Figure 1. Met2 routing (run 1).
Scale: 6 px per um. Cells faint in the background.
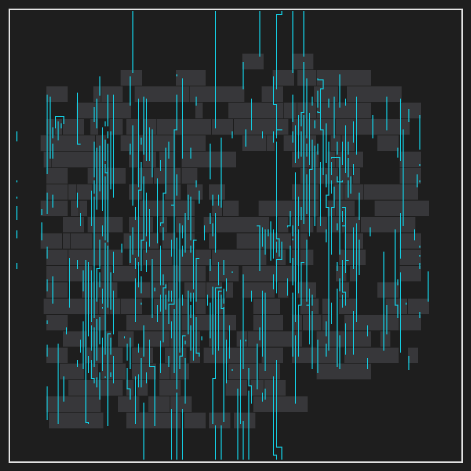
Figure 2. Placement by cell class (run 1).
Scale: 4 px per um. Fill, decap, tap and diode cells in gray.
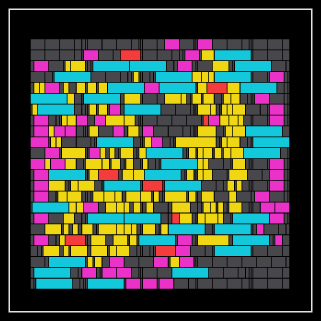
Figure 3. Clock routing (run 1).
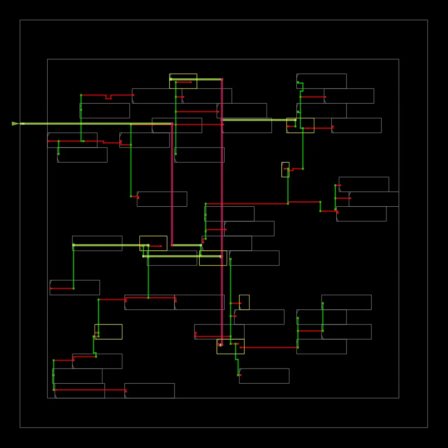
**config.mk**
```make
export PLATFORM = sky130hd
export DESIGN_NAME = pc_sequencer_flat
export DESIGN_NICKNAME = d
export VERILOG_FILES = /design/src/rtl/pc_seq_pkg.sv /design/src/rtl/pc_sequencer_if.sv /design/src/rtl/sat_counter.sv /design/src/rtl/pc_sequencer.sv /design/src/flat_wrapper.sv
export SDC_FILE = /design/constraint.sdc
export NUM_CORES = 1
export LEC_CHECK = 0
export CAP_MARGIN = 10
export CORE_MARGIN = 5
export CORE_UTILIZATION = 45
export CTS_BUF_LIST = sky130_fd_sc_hd__clkbuf_8
export DETAILED_ROUTE_END_ITERATION = 10
export PLACE_DENSITY = 0.8
export RECOVER_POWER = 25
export SYNTH_ARGS = -nofsm -noshare
export SYNTH_HDL_FRONTEND = slang
export SYNTH_SLANG_ARGS = --single-unit
```
**constraint.sdc**
```tcl
create_clock -name clk -period 2.2 [get_ports clk]
set_input_delay 0.44 -clock clk [delete_from_list [all_inputs] [get_ports clk]]
set_output_delay 0.44 -clock clk [all_outputs]
set_load 0.01 [all_outputs]
```
**src/rtl/pc_seq_pkg.sv**
```systemverilog
// Shared types and constants for the fetch-address sequencer.
package pc_seq_pkg;

    typedef enum logic [1:0] {
        RUN    = 2'd0,
        PEND   = 2'd1,
        BUBBLE = 2'd2
    } seq_state_t;

    localparam int PC_INC = 4;

endpackage

```
**src/rtl/pc_sequencer_if.sv**
```systemverilog
// Decode/branch-unit/imem side of the PC sequencer, bundled as one port.
interface pc_sequencer_if #(
    parameter int PC_W  = 9,
    parameter int CNT_W = 16
);
    logic             stall;
    logic             imem_ready;
    logic             PcSel;
    logic [31:0]      BrPC;
    logic [PC_W-1:0]  PC;
    logic             fetch_req;
    logic             flush_ifid;
    logic             flush_idex;
    logic             redirect_pend;
    logic             misalign;
    logic [CNT_W-1:0] br_count;

    modport master (
        output stall, imem_ready, PcSel, BrPC,
        input  PC, fetch_req, flush_ifid, flush_idex, redirect_pend, misalign, br_count
    );

    modport slave (
        input  stall, imem_ready, PcSel, BrPC,
        output PC, fetch_req, flush_ifid, flush_idex, redirect_pend, misalign, br_count
    );
endinterface

```
**src/rtl/sat_counter.sv**
```systemverilog
// Up-counter that sticks at all-ones instead of wrapping.
module sat_counter #(
    parameter int WIDTH = 16
) (
    input  logic             clk,
    input  logic             reset,
    input  logic             inc,
    output logic [WIDTH-1:0] count
);
    logic [WIDTH-1:0] count_reg;

    always_ff @(posedge clk or negedge reset) begin
        if (!reset) begin
            count_reg <= '0;
        end else if (inc && (count_reg != {WIDTH{1'b1}})) begin
            count_reg <= count_reg + 1'b1;
        end
    end

    assign count = count_reg;
endmodule

```
**src/rtl/pc_sequencer.sv**
```systemverilog
// Fetch PC sequencer: sequential fetch, stalls, and branch redirects that may
// have to wait for the instruction memory to accept the new address.
module pc_sequencer
    import pc_seq_pkg::*;
#(
    parameter int              PC_W     = 9,
    parameter logic [PC_W-1:0] RESET_PC = '0,
    parameter int              CNT_W    = 16
) (
    input logic             clk,
    input logic             reset,
    pc_sequencer_if.slave   bus
);
    seq_state_t      state_reg, state_next;
    logic [PC_W-1:0] pc_reg, pc_next;
    logic [PC_W-1:0] pend_reg, pend_next;
    logic            fetch_reg;
    logic            misalign_reg;
    logic            flush_ifid_c, flush_idex_c;
    logic [PC_W-1:0] target;
    logic [PC_W-1:0] pend_sel;

    // Word-aligned target; address bits beyond the PC width are dropped.
    assign target   = {bus.BrPC[PC_W-1:2], 2'b00};
    assign pend_sel = bus.PcSel ? target : pend_reg;

    generate
        if (PC_W < 32) begin : g_unused_hi
            logic unused_br_hi;
            assign unused_br_hi = ^bus.BrPC[31:PC_W];
        end
    endgenerate

    always_comb begin
        state_next   = state_reg;
        pc_next      = pc_reg;
        pend_next    = pend_reg;
        flush_ifid_c = 1'b0;
        flush_idex_c = 1'b0;
        unique case (state_reg)
            RUN, BUBBLE: begin
                flush_ifid_c = (state_reg == BUBBLE) || bus.PcSel;
                flush_idex_c = bus.PcSel;
                if (bus.PcSel) begin
                    // A redirect overrides any stall request.
                    if (bus.imem_ready) begin
                        pc_next    = target;
                        state_next = BUBBLE;
                    end else begin
                        pend_next  = target;
                        state_next = PEND;
                    end
                end else begin
                    state_next = RUN;
                    if (!bus.stall && bus.imem_ready) begin
                        pc_next = pc_reg + PC_W'(PC_INC);
                    end
                end
            end
            PEND: begin
                flush_ifid_c = 1'b1;
                flush_idex_c = bus.PcSel;
                if (bus.imem_ready) begin
                    pc_next    = pend_sel;
                    state_next = BUBBLE;
                end else begin
                    pend_next  = pend_sel;
                end
            end
            default: state_next = RUN;
        endcase
    end

    always_ff @(posedge clk or negedge reset) begin
        if (!reset) begin
            state_reg    <= RUN;
            pc_reg       <= RESET_PC;
            pend_reg     <= '0;
            fetch_reg    <= 1'b0;
            misalign_reg <= 1'b0;
        end else begin
            state_reg <= state_next;
            pc_reg    <= pc_next;
            pend_reg  <= pend_next;
            fetch_reg <= 1'b1;
            if (bus.PcSel && (bus.BrPC[1:0] != 2'b00)) begin
                misalign_reg <= 1'b1;
            end
        end
    end

    sat_counter #(
        .WIDTH (CNT_W)
    ) u_br_cnt (
        .clk   (clk),
        .reset (reset),
        .inc   (bus.PcSel),
        .count (bus.br_count)
    );

    // Flushes are combinational, so hold them low while reset is asserted.
    assign bus.flush_ifid    = flush_ifid_c & reset;
    assign bus.flush_idex    = flush_idex_c & reset;
    assign bus.PC            = pc_reg;
    assign bus.fetch_req     = fetch_reg;
    assign bus.redirect_pend = (state_reg == PEND);
    assign bus.misalign      = misalign_reg;
endmodule

```
**src/flat_wrapper.sv**
```systemverilog
// flat-port wrapper written by rule: the top's interface ports become plain ports
module pc_sequencer_flat import pc_seq_pkg::*;
#(
    parameter int              PC_W     = 9,
    parameter logic [PC_W-1:0] RESET_PC = '0,
    parameter int              CNT_W    = 16
)
  (clk, reset, bus_stall, bus_imem_ready, bus_PcSel, bus_BrPC, bus_PC, bus_fetch_req, bus_flush_ifid, bus_flush_idex, bus_redirect_pend, bus_misalign, bus_br_count);
  pc_sequencer_if #(.PC_W(PC_W), .CNT_W(CNT_W)) bus_i ();
  input logic clk;
  input logic reset;
  input wire logic [$bits(bus_i.stall)-1:0] bus_stall;
  input wire logic [$bits(bus_i.imem_ready)-1:0] bus_imem_ready;
  input wire logic [$bits(bus_i.PcSel)-1:0] bus_PcSel;
  input wire logic [$bits(bus_i.BrPC)-1:0] bus_BrPC;
  output wire logic [$bits(bus_i.PC)-1:0] bus_PC;
  output wire logic [$bits(bus_i.fetch_req)-1:0] bus_fetch_req;
  output wire logic [$bits(bus_i.flush_ifid)-1:0] bus_flush_ifid;
  output wire logic [$bits(bus_i.flush_idex)-1:0] bus_flush_idex;
  output wire logic [$bits(bus_i.redirect_pend)-1:0] bus_redirect_pend;
  output wire logic [$bits(bus_i.misalign)-1:0] bus_misalign;
  output wire logic [$bits(bus_i.br_count)-1:0] bus_br_count;
  assign bus_i.stall = bus_stall;
  assign bus_i.imem_ready = bus_imem_ready;
  assign bus_i.PcSel = bus_PcSel;
  assign bus_i.BrPC = bus_BrPC;
  assign bus_PC = bus_i.PC;
  assign bus_fetch_req = bus_i.fetch_req;
  assign bus_flush_ifid = bus_i.flush_ifid;
  assign bus_flush_idex = bus_i.flush_idex;
  assign bus_redirect_pend = bus_i.redirect_pend;
  assign bus_misalign = bus_i.misalign;
  assign bus_br_count = bus_i.br_count;
  pc_sequencer #(.PC_W(PC_W), .RESET_PC(RESET_PC), .CNT_W(CNT_W)) u_core (.clk(clk), .reset(reset), .bus(bus_i));
endmodule
```
==> changes_impl.md, run 1 <==
### Implementation results

* Status: completed
* CTS Buf Count at 5
* Most common reg cell: dfrtp_1
* Achievable Freq at 478.2 MHz
* Number of global-route vias before repair at 1573
* Initial antenna violation count at 0
* Registers at 38
* P_leak at 1.127 nW
* Syn nets at 220
* Reg2reg start: u_core.u_br_cnt.count[0]
* CP Data Arrival Time at 1.65 ns
* Wire per inst at 14.84 um
* Top cells by area: dfrtp_1, mux2_2, nand2_1
* Root buf cell: clkbuf_8
* Combinational share of cell area at 35.92%
* Chip Area, Yosys at 0.001914 mm2
* Layout clock area frac at 3.587%
* HP Class: in -> async
* DPL Wire Length at 3.231 mm
* Final hold vios at 0
* Multi-input gates at 132
* MUX share of area at 7.712%
* Simple-gate area share of the yosys netlist at 19.28%
-- Figure 1 (at the start) --
main direction: vertical
nets with wire on the layer: 218
wire length on this layer: 2030 um
share of all routed wire: 48%
routed via count: 1564
M2 GR Usage: 27.37%
final wirelength: 4.259 mm

-- Figure 2 (at the start) --
legend:
  clock drivers and dummy loads:
    color: red
    cells: 8
  flops:
    color: cyan
    cells: 38
  all other logic:
    color: yellow
    cells: 137
  other buffers and delay cells:
    color: magenta
    cells: 54
Placeable Area: 0.004058 mm2
final core occ: 62.75%
cell area after layout: 0.002546 mm2
Seq area share: 37.35%

-- Figure 3 (at the start) --
Clk. pwr: 484 uW
Fin Clk Skew: 0.008955 ns

run 1: repair_timing:
item / CTS / global route
endpoints found under the hold margin: 0 / 0
hold buffers: 0 / 0
setup endpoints to repair: 0 / 2
resized: 0 / 1
run 1: layout by cell type, fill, tap and decap left out, types with 3 or more instances in the layout:
cell type / instances
a211oi_1: 3
a21oi_1: 6
buf_4: 10
clkbuf_8: 6
clkdlybuf4s50_1: 41
dfrtp_1: 38
inv_1: 5
mux2_2: 10
nand2_1: 19
nand2b_1: 4
nand3_1: 9
nand4_1: 6
nor2_1: 12
nor2b_1: 3
nor3_1: 8
o21ai_0: 8
xnor2_1: 5
xor2_1: 8
run 1: metrics by stage:
| step | hold WS, ns | power (mW) | worst slack (ns) | instance area (um2) |
|---|---|---|---|---|
| floorplan | 0.1444 | 1.311 | 0.3603 | 1914 |
| global placement | 0.4536 | 1.627 | 0.04757 | 2455 |
| detailed placement | 0.4570 | 1.656 | 0.01336 | 2455 |
| CTS | 0.2675 | 2.151 | 0.0001438 | 2546 |
| global route | 0.5028 | 2.257 | 0.006931 | 2546 |
| finish | 0.4391 | 2.118 | 0.1087 | 2546 |
run 1: layer usage:
layer	GRT usage [%]	wire (um)
met5	0	0
met2	27.37	2031
met1	21.31	1852
met4	8.155	87
met3	4.272	287
run 1: cells by family (layout without fill, tap and decap cells):
kind of cell	Yosys count	in the layout
simple gates	70	70
flops	38	38
compound gates	33	33
xor+xnor	13	13
mux	13	13
buf+inv	11	67
fa+ha+maj	2	2
other cells	1	1
run 1: critical path, stage by stage (launching register included):
cell,delay (ns)
dfrtp_1,0.45
nand2_1,0.17
nand2_1,0.10
nor2_1,0.10
clkdlybuf4s50_1,0.54
Figure 4. Routed clock nets over the placement (run 1).
Scale: 6 px per um.
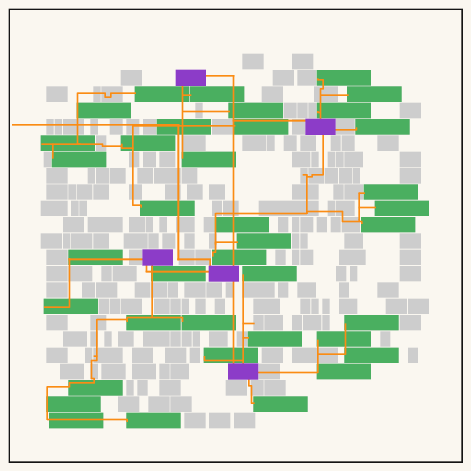

## Run 2: what changed since run 1
- MAX_ROUTING_LAYER: default -> met4
- SKIP_LAST_GASP: default -> 1
Figure 5. Routed clock nets over the placement (run 2).
Scale: 6 px per um.
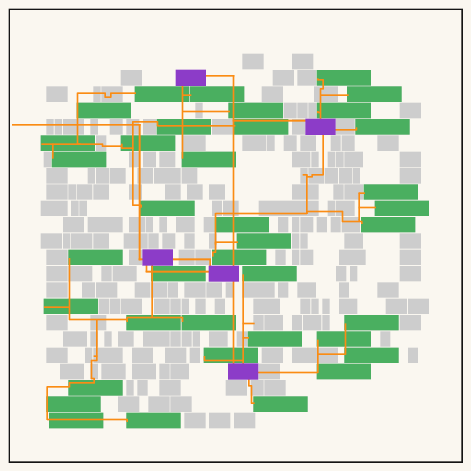
legend:
  cells driving clock nets:
    color: purple
    count: 5
  clock wires:
    color: orange
    length: 479 um
  flip-flops:
    color: green
    count: 38
flops lie: all over the die
routed clock nets: 6
worst-skew pair later-pin latency: 0.29 ns
Fin Clk Skew: 0.009038 ns
Clock Power Share: 22.8%
Clk. pwr: 483 uW

Figure 6. Clock routing (run 2).
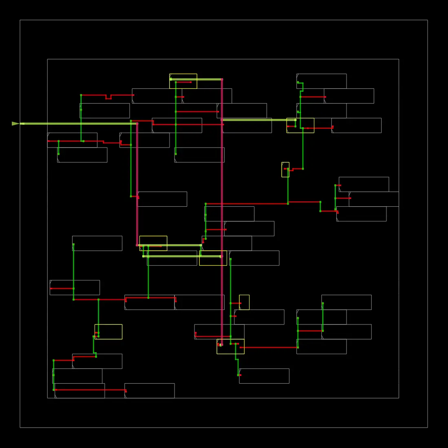
CTS Buf Count: 5
Layout clock buffers: 6
registers: 38
clk sinks: 38

==> changes_impl.md, run 2 <==
### Implementation results

* Chip area at 0.005659 mm2
* CTS hold repair buffers at 0 (unchanged)
* P_leak at 1.127 nW (unchanged)
* Final hold vios at 0 (unchanged)
* Final core occ at 62.75% (unchanged)
* Ratio of cells with drive above 1 in the final layout at 16.46%
* Routed via count at 1563 (-0.064%)
* HP Class: in -> async
* Initial antenna violation count at 0 (unchanged)
* Status: completed
* Ys flops at 38
* Comb power frac at 30.6%
* Cell area after layout at 0.002546 mm2 (unchanged)
* Yosys Instances at 181
* Start point of the critical path: u_core.state_reg[1]
* Achievable Freq at 478.0 MHz (about the same)
* Final wirelength at 4.275 mm (+0.38%)
* Wire per inst at 14.90 um (+0.38%)
* Chip Area, Yosys at 0.001914 mm2 (unchanged)
* FP Core Util at 47.18%
* Most common reg cell: dfrtp_1
* Top Layout Cells: clkdlybuf4s50_1, dfrtp_1, nand2_1, nor2_1
* Top cells by area: dfrtp_1, mux2_2, nand2_1
* Number of global-route vias before repair at 1571 (-0.13%)
* Most common logic cell in the routed design: clkdlybuf4s50_1
* Max reg flops at 16
* Root buf cell: clkbuf_8
* DP Worst Slack at 0.01336 ns (unchanged)
* Reg2reg start: u_core.u_br_cnt.count[0]
* Synth Seq Share at 49.67%
* Post-Place Cells at 279
* Total Power at 2.117 mW (about the same)
* DP Area at 0.002455 mm2 (unchanged)
* Placeable Area at 0.004058 mm2 (unchanged)
* Setup WS post-layout at 0.1080 ns (-0.0007100 ns)
* CP Data Arrival Time at 1.65 ns (about the same)
* Syn nets at 220 (unchanged)
* Hold slack at 0.4434 ns (+0.004298 ns)
* Non-filler cells, final at 287
* DPL Wire Length at 3.231 mm (unchanged)
[run 2: cell counts after synthesis]
Identical to the previous run, type by type.
[run 2: kinds of logic after synthesis]
group	after synthesis	synth area share, %
and+or+nand+nor	70	19.28
DFF	38	49.67
AOI/OAI and AO/OA	33	13.33
xor gates and xnor gates	13	5.948
muxes	13	7.712
buffers and inverters	11	2.549
adders and majority gates	2	1.307
other	1	0.1959
[run 2: area by class of cell]
cell class              instances  area [um2]
fillers                       352        1511
flip-flops and latches         38       950.9
inverters                       5       18.77
repair buffers                 54       508.0
multi-input cells             132       914.6
clock buffers                   6       82.58
clock inverters                 2       8.758
well taps                      50       62.56
[run 2: what timing repair did]
action                                  in CTS  in global routing
endpoints found under the setup margin       0                  2
resized                                      0                  1
setup buffers                                0                  0
[run 2: metal layers]
metal / global-route usage [%] / wire (um) / vias to the layer above
li1: - / - / 761
met1: 21.39 / 1869 / 741
met2: 27.37 / 2023 / 51
met3: 4.272 / 278 / 10
met4: 8.155 / 104 / 0
met5: - / 0 / -
[run 2: power groups by stage]
stage	clock network, mW	logic, mW	registers (mW)
after floorplan	0	0.303	1.01
after global placement	0	0.635	0.992
after detailed placement	0	0.658	0.998
after CTS	0.507	0.659	0.985
after global routing	0.529	0.716	1.01
final	0.483	0.649	0.986
[run 2: worst max-delay path, cell delays in order, from the launching register on]
cell and delay (ns):
dfrtp_1 0.45, nand2_1 0.17, nand2_1 0.10, nor2_1 0.10, clkdlybuf4s50_1 0.54
Figure 7. Nets reached from selected ports (run 2).
Scale: 4 px per um.
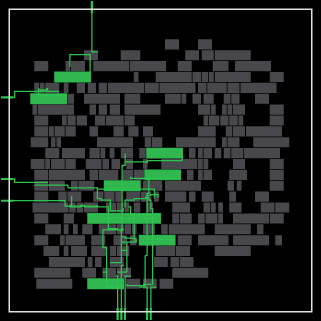

## Run 3: what changed since run 2
- CORE_UTILIZATION: 45 -> 36
- MAX_ROUTING_LAYER: met4 -> default
- PLACE_DENSITY: 0.8 -> 0.66
- RECOVER_POWER: 25 -> default
Figure 8. Nets reached from selected ports (run 3).
Scale: 4 px per um.
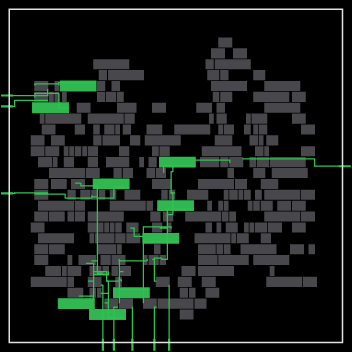
legend:
  bus_PC:
    color: green
    bits: 9
    direction: output
    end_cells: 9
    buffers: 9
    wire: 379 um
I/O pins: 67
# port buffers: 43

==> changes_impl.md, run 3 <==
### Implementation results

* Reg2reg start: u_core.u_br_cnt.count[0]
* Setup repair bufs after CTS at 0 (unchanged)
* Family with the most delay on the worst path: buffers and inverters
* CTS hold repair buffers at 0 (unchanged)
* Most common logic cell in the routed design: clkdlybuf4s50_1
* Worst-skew pair later-pin latency at 0.29 ns (about the same)
* Ratio of cells with drive above 1 in the final layout at 17.23% (+0.77 points)
* CTS Buf Count at 5 (unchanged)
* Clk sinks at 38 (unchanged)
* Largest stage delay on the critical path at 0.55 ns (about the same)
* Filler instances at 503 (+43%)
* FP Core Util at 37.24% (-9.9 points)
* Start point of the critical path: bus_PcSel
* Most common reg cell: dfrtp_1
* Ys flops at 38 (unchanged)
* Critical path buffers and inverters at 3 (+2)
* Wire per inst at 14.00 um (-6.0%)
* CP cell instances: clkdlybuf4s50_1 -> inv_2 -> nor2_1 -> clkdlybuf4s50_1
* Critical path depth in cells at 4 (unchanged)
* Routed via count at 1562 (-0.064%)
* Most frequent CP cell: clkdlybuf4s50_1
* CP Data Arrival Time at 1.69 ns (+0.04 ns)
* Comb power frac at 30.7% (about the same)
* Ys async rst share at 100.0%
* P_leak at 1.124 nW (-0.26%)
* Number of global-route vias before repair at 1542 (-1.8%)
* DPL Wire Length at 3.245 mm (+0.44%)
* Status: completed
* Placeable Area at 0.005140 mm2 (+27%)
* GPL Wtd Cong at 0.8023
* Setup WS post-layout at 0.06508 ns (-0.04296 ns)
* Final wirelength at 4.313 mm (+0.89%)
* Chip Area, Yosys at 0.001914 mm2 (unchanged)
* Final hold vios at 0 (unchanged)
* Initial antenna violation count at 0 (unchanged)
* CTS resizes at 0 (unchanged)
* Clock Power Share at 23.2% (+0.4 points)
* Synth Seq Share at 49.67% (unchanged)
* Top Layout Cells: clkdlybuf4s50_1, dfrtp_1, nand2_1, nor2_1, buf_4
* Final core occ at 50.22% (-13 points)
* Die Y at 82.92 um
* Max reg flops at 16 (unchanged)
Figure 9. Routed clock nets over the placement (run 3).
Scale: 6 px per um.
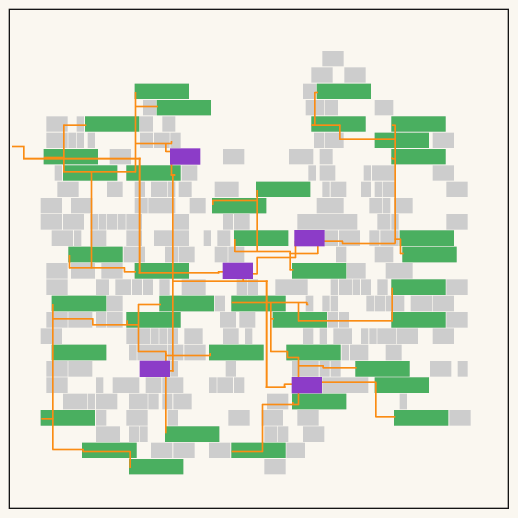
legend:
  cells driving clock nets:
    color: purple
    count: 5
  clock wires:
    color: orange
    length: 543 um
  flip-flops:
    color: green
    count: 38
routed clock nets: 6
Fin Clk Skew: 0.004960 ns
Clk. pwr: 495 uW

-- run 3: cell counts after synthesis --
No cell type changed its count.
-- run 3: metrics by stage --
step | instances | instance area (um2) | total power, mW
final | 308 | 2581 | 2.129
after global routing | 308 | 2581 | 2.270
after CTS | 308 | 2579 | 2.165
after detailed placement | 300 | 2487 | 1.659
after global placement | 300 | 2487 | 1.634
after floorplan | 181 | 1914 | 1.311
-- run 3: power by group through the flow --
stage	logic [mW]	registers (mW)	clock network, mW
floorplan	0.303	1.01	0
global placement	0.643	0.990	0
detailed placement	0.665	0.994	0
CTS	0.667	0.980	0.517
global route	0.719	1.01	0.543
finish	0.654	0.981	0.495
-- run 3: how the worst min path moves through the flow --
stage	end	cells after the start
floorplan	u_core.bus.PC[0]	0
global placement	u_core.bus.misalign	1
detailed placement	u_core.bus.misalign	1
CTS	u_core.u_br_cnt.count[4]	2
global route	u_core.u_br_cnt.count[8]	2
finish	u_core.u_br_cnt.count[8]	2
-- run 3: area by class of cell --
cell class / instances / area [um2] / area share [%]
clock inverter: 2 / 8.758 / 0.3393
multi-input combinational: 132 / 917.1 / 35.53
tap: 70 / 87.58 / 3.393
sequential: 38 / 950.9 / 36.84
inverter: 5 / 18.77 / 0.7271
timing repair buffer: 55 / 515.5 / 19.97
clock buffer: 6 / 82.58 / 3.199
-- run 3: kinds of logic (layout without fill, tap and decap cells) --
kind of cell	after synthesis	count (layout)	synth area share, %
compound gates	33	33	13.33
xor+xnor	13	13	5.948
fa+ha+maj	2	2	1.307
buf+inv	11	68	2.549
flops	38	38	49.67
mux	13	13	7.712
other cells	1	1	0.1959
simple gates	70	70	19.28
-- run 3: routing by layer --
layer	part of all wire [%]	global-route usage, %
met1	44	16.18
met2	48	21.57
met5	0	0
met4	1.6	5.349
met3	6.1	3.366
Power and IR drop assume default switching activity.
